[config.mk]
export PLATFORM = sky130hd
export DESIGN_NAME = e_q_clk_gen
export DESIGN_NICKNAME = d
export VERILOG_FILES = /design/src/rtl/e_q_clk_gen.sv
export SDC_FILE = /design/constraint.sdc
export NUM_CORES = 1
export LEC_CHECK = 0
export CAP_MARGIN = 40
export CORE_ASPECT_RATIO = 1.5
export CORE_MARGIN = 2
export CORE_UTILIZATION = 35
export CTS_CLUSTER_SIZE = 30
export DETAILED_ROUTE_END_ITERATION = 8
export GPL_ROUTABILITY_DRIVEN = 0
export PLACE_DENSITY = 0.51
export SLEW_MARGIN = 30
export SYNTH_ARGS = -nofsm -noshare
export SYNTH_HDL_FRONTEND = slang
export SYNTH_SLANG_ARGS = --single-unit
[constraint.sdc]
create_clock -name i_clk -period 2.5 [get_ports i_clk]
set_input_delay 0.375 -clock i_clk [delete_from_list [all_inputs] [get_ports i_clk]]
set_output_delay 0.375 -clock i_clk [all_outputs]
set_load 0.005 [all_outputs]
[src/rtl/e_q_clk_gen.sv]
// 6809-style quadrature E/Q bus clock generator with MRDY stretching and a timeout.
// Optional `ECLK_CYCLE_COUNT_EN adds a free-running 16-bit count of E falling edges.
module e_q_clk_gen #(
  parameter int QUARTER_CYCLES = 25,
  parameter int CNT_W          = 8,
  parameter int STRETCH_MAX    = 10
) (
  input  logic        i_clk,
  input  logic        i_rst,
  input  logic        i_enable,
  input  logic        i_mrdy,
  output logic        o_e,
  output logic        o_q,
  output logic        o_e_rise,
  output logic        o_e_fall,
  output logic        o_stretching,
`ifdef ECLK_CYCLE_COUNT_EN
  output logic [15:0] o_cycle_count,
`endif
  output logic        o_stretch_timeout
);

  localparam int SW = $clog2(STRETCH_MAX + 1);
  localparam logic [CNT_W-1:0] RELOAD = CNT_W'(QUARTER_CYCLES - 1);
  localparam logic [SW-1:0]    SMAX   = SW'(STRETCH_MAX);

  typedef enum logic [2:0] {S_IDLE, S_Q0, S_Q1, S_Q2, S_Q3, S_STRETCH} state_t;

  state_t           state_q, state_d;
  logic [CNT_W-1:0] cnt_q, cnt_d;
  logic [SW-1:0]    str_q, str_d;
  logic             e_q, e_d, q_q, q_d;
  logic             rise_q, rise_d, fall_q, fall_d;
  logic             stretching_q, stretching_d, timeout_q, timeout_d;
  logic             qend;

  always_comb begin
    state_d   = state_q;
    cnt_d     = cnt_q;
    str_d     = str_q;
    timeout_d = 1'b0;
    qend      = (cnt_q == '0);
    if (state_q == S_IDLE) begin
      if (i_enable) begin
        state_d = S_Q0;
        cnt_d   = RELOAD;
      end
    end else if (!qend) begin
      cnt_d = cnt_q - 1'b1;
    end else begin
      cnt_d = RELOAD;
      case (state_q)
        S_Q0: begin
          if (i_enable) state_d = S_Q1;
          else begin
            state_d = S_IDLE;
            cnt_d   = '0;
          end
        end
        S_Q1: state_d = S_Q2;
        S_Q2: state_d = S_Q3;
        S_Q3: begin
          if (i_mrdy) state_d = S_Q0;
          else begin
            state_d = S_STRETCH;
            str_d   = SW'(1);
          end
        end
        S_STRETCH: begin
          // Ready wins over the timeout when both land on the same quarter end.
          if (i_mrdy) begin
            state_d = S_Q0;
            str_d   = '0;
          end else if (str_q == SMAX) begin
            state_d   = S_Q0;
            str_d     = '0;
            timeout_d = 1'b1;
          end else begin
            str_d = str_q + 1'b1;
          end
        end
        default: state_d = S_IDLE;
      endcase
    end

    // Outputs are decoded from the next state so they register alongside it.
    e_d = 1'b0;
    q_d = 1'b0;
    case (state_d)
      S_Q1:      q_d = 1'b1;
      S_Q2:      begin e_d = 1'b1; q_d = 1'b1; end
      S_Q3:      e_d = 1'b1;
      S_STRETCH: e_d = 1'b1;
      default:   ;
    endcase
    rise_d       = e_d & ~e_q;
    fall_d       = ~e_d & e_q;
    stretching_d = (state_d == S_STRETCH);
  end

  always_ff @(posedge i_clk) begin
    if (i_rst) begin
      state_q      <= S_IDLE;
      cnt_q        <= '0;
      str_q        <= '0;
      e_q          <= 1'b0;
      q_q          <= 1'b0;
      rise_q       <= 1'b0;
      fall_q       <= 1'b0;
      stretching_q <= 1'b0;
      timeout_q    <= 1'b0;
    end else begin
      state_q      <= state_d;
      cnt_q        <= cnt_d;
      str_q        <= str_d;
      e_q          <= e_d;
      q_q          <= q_d;
      rise_q       <= rise_d;
      fall_q       <= fall_d;
      stretching_q <= stretching_d;
      timeout_q    <= timeout_d;
    end
  end

`ifdef ECLK_CYCLE_COUNT_EN
  logic [15:0] cyc_q, cyc_d;

  always_comb begin
    cyc_d = cyc_q + {15'd0, fall_d};
  end

  always_ff @(posedge i_clk) begin
    if (i_rst) cyc_q <= '0;
    else       cyc_q <= cyc_d;
  end

  assign o_cycle_count = cyc_q;
`endif

  assign o_e               = e_q;
  assign o_q               = q_q;
  assign o_e_rise          = rise_q;
  assign o_e_fall          = fall_q;
  assign o_stretching      = stretching_q;
  assign o_stretch_timeout = timeout_q;

endmodule
==> run_1/layer_met1.png <==
Scale: 6 px per um.
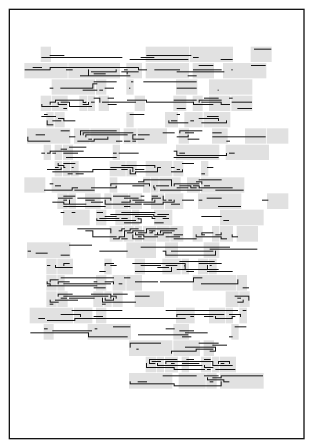
135 nets have wire on it. The wires run mostly horizontal. The layer carries 1060 um of wire. The layer holds 45% of the routed length.

==> run_1/layer_met2.png <==
Scale: 6 px per um.
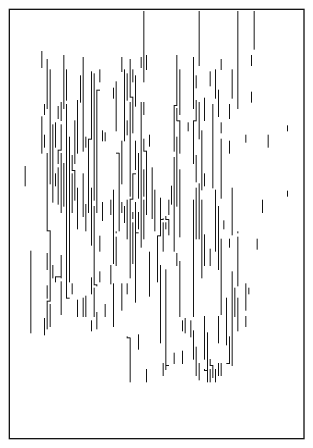
124 nets have wire on it. The layer holds 52% of the routed length. The wires run mostly vertical. The layer carries 1220 um of wire. The longest straight run is 32.3 um.

==> run_1/layer_met3.png <==
Scale: 4 px per um.
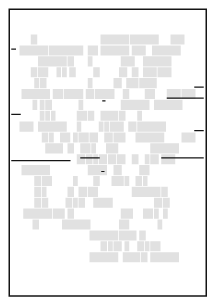
8 nets have wire on it. The layer carries 46.0 um of wire. The longest straight run is 14.5 um.
vias: 959
met3 global-route usage: 1.67%
Post-Route WL: 2370 um

==> results_dict.tcl, run 1 <==
# implementation run metrics
set metrics [dict create \
    end_kind "register" \
    htree_num_levels 1 \
    comb_cells 96 \
    grt_pass1_wl_um 4240 \
    status "completed" \
    async_flop_share_pct 0 \
    crit_required_ns 2.66 \
    wire_per_inst_um 13.2 \
    slew_headroom_pct 51.6 \
    logic_family "simple AND/OR/NAND/NOR gates" \
    drc 0 \
    n_tap_cell 39 \
    synthDistinctLibCells 35 \
    critPathArrivalTime_ns 2.28 \
    mi_logic_area_um2 594 \
    adder_share_pct 3.55 \
    synth_cells 128 \
    hpwl_um 1720 \
    worst_ir_drop_vdd_mv 0.561 \
    synthesis.nets 135 \
    drv_slew 0 \
    grt_pass1_vias 950 \
    fin_util_pct 43.3 \
    setup-tns-final_ns 0 \
    final.period_utilization_pct 84.6 \
]
-- run 1: power breakdown --
part           switching, mW  internal [mW]
combinational          0.232          0.181
clock                  0.113          0.111
sequential            0.0562          0.377
-- run 1: synthesized netlist by cell type (all sizes together), types with 2 or more instances --
cell type  number
a211oi          3
a21o            2
a21oi          13
clkbuf          3
dfxtp          21
ha              3
inv             7
nand2           6
nand3           4
nand3b          4
nand4           3
nor2           18
nor2b           5
nor3            3
nor3b           2
o21ai          11
or3             4
-- run 1: routing by layer --
| metal | part of all wire [%] | vias up | wire (um) | GRT usage, % |
|---|---|---|---|---|
| met5 | 0 | - | 0 | 0 |
| met4 | 1.9 | 0 | 46 | 8.89 |
| met3 | 1.9 | 4 | 46 | 1.67 |
| met2 | 51 | 10 | 1220 | 27.2 |
| met1 | 45 | 460 | 1060 | 18.4 |
| li1 | - | 485 | - | - |
-- run 1: kinds of logic after synthesis --
group | after synthesis
AND-OR/OR-AND | 36
adder cells (fa/ha/maj) | 3
buffers and inverters | 11
flip-flops | 21
AND/OR/NAND/NOR | 57
-- run 1: registers in the layout, summed over array words and instances (netlist names) --
signal and flops:
str_q 4, cnt_q 8, o_q 1, state_q 3
o_stretching 1, o_stretch_timeout 1, o_e 1, o_e_rise 1
o_e_fall 1
-- run 1: cells in the final DEF, fill, tap and decap left out, types with 4 or more instances in the layout --
master,instances
a21oi_1,13
clkdlybuf4s50_1,9
dfxtp_1,21
inv_1,7
nand2_1,6
nand3_1,4
nand3b_1,4
nor2_1,18
nor2b_1,5
o21ai_0,10
or3_1,4
-- run 1: final timing paths --
path,endpoint,depth (start not counted),start
hold / removal,o_e_rise,1,o_e
hold reg to reg,o_e_rise,1,o_e
setup / recovery,o_e_fall,7,cnt_q[0]
setup reg to reg,o_e_fall,7,cnt_q[0]
==> run 1 -> run 2 <==
==> constraint.sdc (replaced) <==
create_clock -name i_clk -period 2.1 [get_ports i_clk]
set_input_delay 0.315 -clock i_clk [delete_from_list [all_inputs] [get_ports i_clk]]
set_output_delay 0.315 -clock i_clk [all_outputs]
set_load 0.005 [all_outputs]
==> run_2/layer_met3.png <==
Scale: 4 px per um.
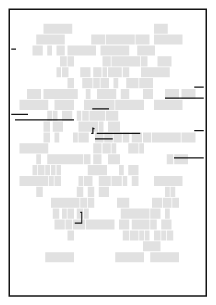
The longest straight run is 14.5 um. 10 nets have wire on it. The wires run mostly horizontal. The layer holds 2.7% of the routed length.
vias: 965
Post-Route WL: 2430 um
met3 global-route usage: 2.29%

==> run_2/layer_met1.png <==
Scale: 6 px per um.
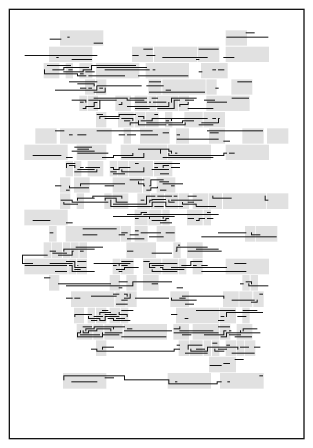
The layer carries 991 um of wire. The layer holds 41% of the routed length. The wires run mostly horizontal.
GR Util met1: 15.4%

==> run 2 against run 1 <==
  * Utilization grew 1.9 points
  * Count of clock-buffer cells in the layout unchanged
  * Power increased by 24%
  * Register-to-register slack worse by 0.32 ns
==> results_dict.tcl, run 2 <==
# implementation run metrics
set metrics [dict create \
    end_kind "register" \
    drv_slew 0 \
    power_switching_uw 508 \
    crit_required_ns 2.26 \
    power.internal_uw 819 \
    worst_ir_drop_vdd_mv 0.729 \
    p_seq_share_pct 39.1 \
    slew_headroom_pct 65.3 \
    layout_top_cell "dfxtp_1" \
    critPathArrivalTime_ns 2.19 \
    drc 0 \
    synthTopCellsByCount "dfxtp_1, nor2_1, a21oi_1, o21ai_0, inv_1" \
    synth_cells 128 \
    wire_per_inst_um 13.3 \
    synthDistinctLibCells 35 \
    swShare_pct 38.3 \
    mostFrequentLayoutCells "dfxtp_1, nor2_1, a21oi_1" \
    hpwl_um 1810 \
    final.period_utilization_pct 96.7 \
    largest_register "cnt_q" \
    status "completed" \
    clkPwrFrac_pct 20.1 \
    grt_pass1_wl_um 3990 \
    largest_register_ffs 8 \
    grt_pass1_vias 940 \
]
[run 2: power groups by stage]
stage               clock network [mW]  logic (mW)  registers, mW
finish                           0.267       0.541          0.519
floorplan                            0       0.354          0.499
CTS                              0.276       0.492          0.515
global route                     0.303       0.591          0.526
detailed placement                   0       0.489          0.524
global placement                     0       0.487          0.524
[run 2: cell type report]
cell class                      instances  area (um2)  area share (%)
Multi-Input combinational cell         96         627            48.1
Sequential cell                        21         420            32.2
Timing Repair Buffer                   15         135            10.4
Tap cell                               39        48.8            3.74
Clock buffer                            3        41.3            3.17
Inverter                                7        26.3            2.02
Clock inverter                          1        5.00           0.384
[run 2: worst paths after layout]
kind,from,to,slack [ns],cells past startpoint
worst max-delay path,cnt_q[1],o_e_fall,0.07,7
worst min-delay path,o_e,o_e_rise,0.45,1
worst min register to register,o_e,o_e_rise,0.45,1
worst max register to register,cnt_q[1],o_e_fall,0.07,7
[run 2: cell families (layout without fill, tap and decap cells)]
logic type	Yosys count	count (layout)	share of synthesized area (%)
AND/OR/NAND/NOR	57	57	31.2
AND-OR/OR-AND	36	36	21.4
flip-flops	21	21	39.8
buffers and inverters	11	26	4.02
adder cells (fa/ha/maj)	3	3	3.55
[run 2: routing by layer]
metal / wire length, um / vias to the layer above
li1: - / 494
met1: 991 / 451
met2: 1350 / 16
met3: 65 / 4
met4: 22 / 0
met5: 0 / -
[run 2: metrics by stage]
stage	hold WS [ns]	instances
floorplan	0.439	128
global placement	0.450	178
detailed placement	0.445	178
CTS	0.453	182
global route	0.469	182
finish	0.450	182
[run 2: critical path: cells and delay by family (launching register included)]
family	cells	cell delay [ns]
buffers and inverters	1	0.09
and+or+nand+nor	3	0.99
AOI/OAI and AO/OA	2	0.36
DFF	1	0.33
adders and majority gates	1	0.15
==> run 2 -> run 3 <==
--- a/config.mk
+++ b/config.mk
@@ -13,6 +13,7 @@
 export DETAILED_ROUTE_END_ITERATION = 8
 export GPL_ROUTABILITY_DRIVEN = 0
 export PLACE_DENSITY = 0.51
+export SETUP_SLACK_MARGIN = 0.5
 export SLEW_MARGIN = 30
 export SYNTH_ARGS = -nofsm -noshare
 export SYNTH_HDL_FRONTEND = slang
==> run_3/congestion.png <==
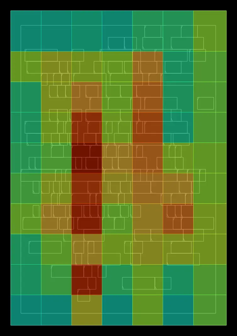
met3 global-route usage: 2.71%
gr usage total: 16.3%
Avg WL per Cell: 14.0 um
GR Util met1: 16.4%
GRT Max-Usage Layer: met2

==> run_3/layer_met3.png <==
Scale: 4 px per um.
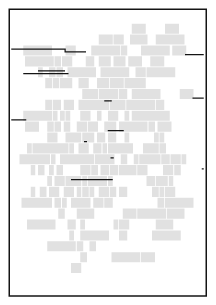
The layer holds 2.3% of the routed length. The longest straight run is 13.3 um. The wires run mostly horizontal. 10 nets have wire on it. The layer carries 63.0 um of wire.

==> run 3 against run 2 <==
  * Count of clock-buffer cells in the layout stayed put
  * Worst hold slack better by 0.0025 ns
  * Critical path type unchanged
  * Critical path depth unchanged
  * Maximum frequency up 9.5%
  * Critical endpoint unchanged
  * Routed wire length increased by 13%
  * Synthesized cell count is the same
  * Combinational power rose by 35%
==> results_dict.tcl, run 3 <==
# implementation run metrics
set metrics [dict create \
    status "completed" \
    startpoint "cnt_q[1]" \
    rr_startpoint "cnt_q[1]" \
    synthAoiAreaFrac_pct 21.4 \
    synth_cells 128 \
    fin_util_pct 51.6 \
    mostFrequentLayoutCells "dfxtp_1, nor2_1, buf_4" \
    hold_depth 1 \
    final.period_utilization_pct 88.4 \
    hpwl_um 1840 \
    worstHoldStart "o_e" \
    ys_sh_mux_pct 0 \
    num_vias 1008 \
    slew_headroom_pct 59.3 \
    ys_sh_xor_pct 0 \
    async_flop_share_pct 0 \
    drc 0 \
    largest_register_ffs 8 \
    synthesis.nets 135 \
    adder_share_pct 3.55 \
    synthSimpleGateAreaFrac_pct 31.2 \
    routed_wl_um 2740 \
    reg2regPathDepth 7 \
    layout_top_cell "dfxtp_1" \
    drv_slew 0 \
    worst_ir_drop_vdd_mv 0.584 \
    critPathArrivalTime_ns 2.02 \
    synthTopCellsByCount "dfxtp_1, nor2_1, a21oi_1, o21ai_0, inv_1" \
    holdWs_ns 0.453 \
    grt_pass1_vias 1032 \
    crit_required_ns 2.26 \
    setup-tns-final_ns 0 \
]
run 3: logic make-up (layout without fill, tap and decap cells):
family | after synthesis | after routing
AOI/OAI and AO/OA | 36 | 36
adders and majority gates | 3 | 3
buffers and inverters | 11 | 39
DFF | 21 | 21
and+or+nand+nor | 57 | 57
run 3: area by class of cell:
type / instances / area, um2
Inverter: 7 / 26.3
Clock buffer: 3 / 41.3
Timing Repair Buffer: 28 / 248
Clock inverter: 1 / 5.00
Multi-Input combinational cell: 96 / 697
Fill cell: 295 / 1390
Tap cell: 39 / 48.8
Sequential cell: 21 / 423
run 3: final timing paths:
path | slack (ns) | to
hold / removal | 0.45 | o_e_rise
setup / recovery | 0.24 | o_e_fall
setup reg to reg | 0.24 | o_e_fall
hold reg to reg | 0.45 | o_e_rise
run 3: per-layer routing:
metal  wire [um]  track usage [%]
met5           0                0
met4          36             7.30
met3          63             2.71
met2        1550             32.1
met1        1090             16.4
run 3: report_power, final:
part / leakage [nW] / switching (mW) / internal [mW]
Clock: 0.0255 / 0.138 / 0.132
Combinational: 0.361 / 0.372 / 0.361
Sequential: 0.172 / 0.0711 / 0.450
run 3: repair_timing:
action / in CTS / in global routing
buffers inserted: 11 / 4
gates resized: 13 / 12
hold buffers: 0 / 0
endpoints found under the setup margin: 20 / 20
pin swaps: 10 / 7
run 3: worst max-delay path: cells and delay by family (launching register included):
kind	cells	cell delay, ns
AND/OR/NAND/NOR	3	0.95
flip-flops	1	0.33
AND-OR/OR-AND	2	0.28
adder cells (fa/ha/maj)	1	0.13
buffers and inverters	1	0.06

==> gallery <==
A small window of the routed layout.
Region (14, 26) to (34, 46) um. Cells in gray, sequential cells in the stronger gray; small squares are vias.
panel A
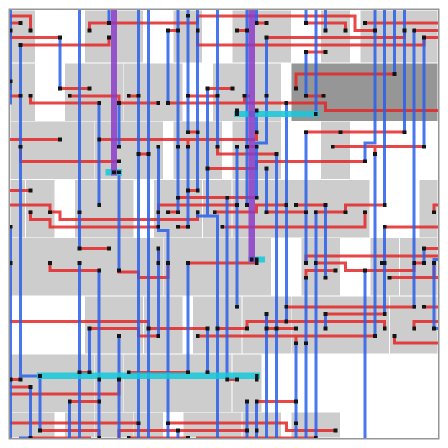
panel B
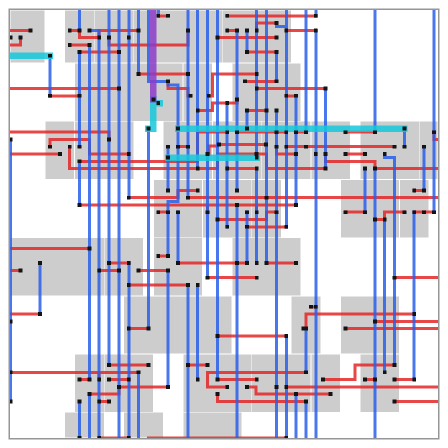
panel C
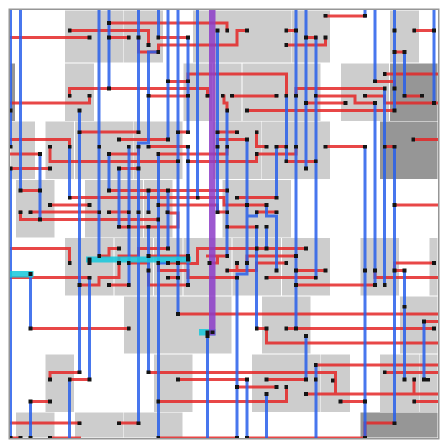
Panel C is run 1.
Panel A is run 3.
Panel B is run 2.

Key to panel C:
Key: metal 2 = blue; metal 3 = cyan; metal 4 = purple; metal 1 = red
Most frequent: nor2_1 (6). Sequential cells in the window: 0. 35 logic cells have their middle in the window.

Power and IR drop assume default switching activity.
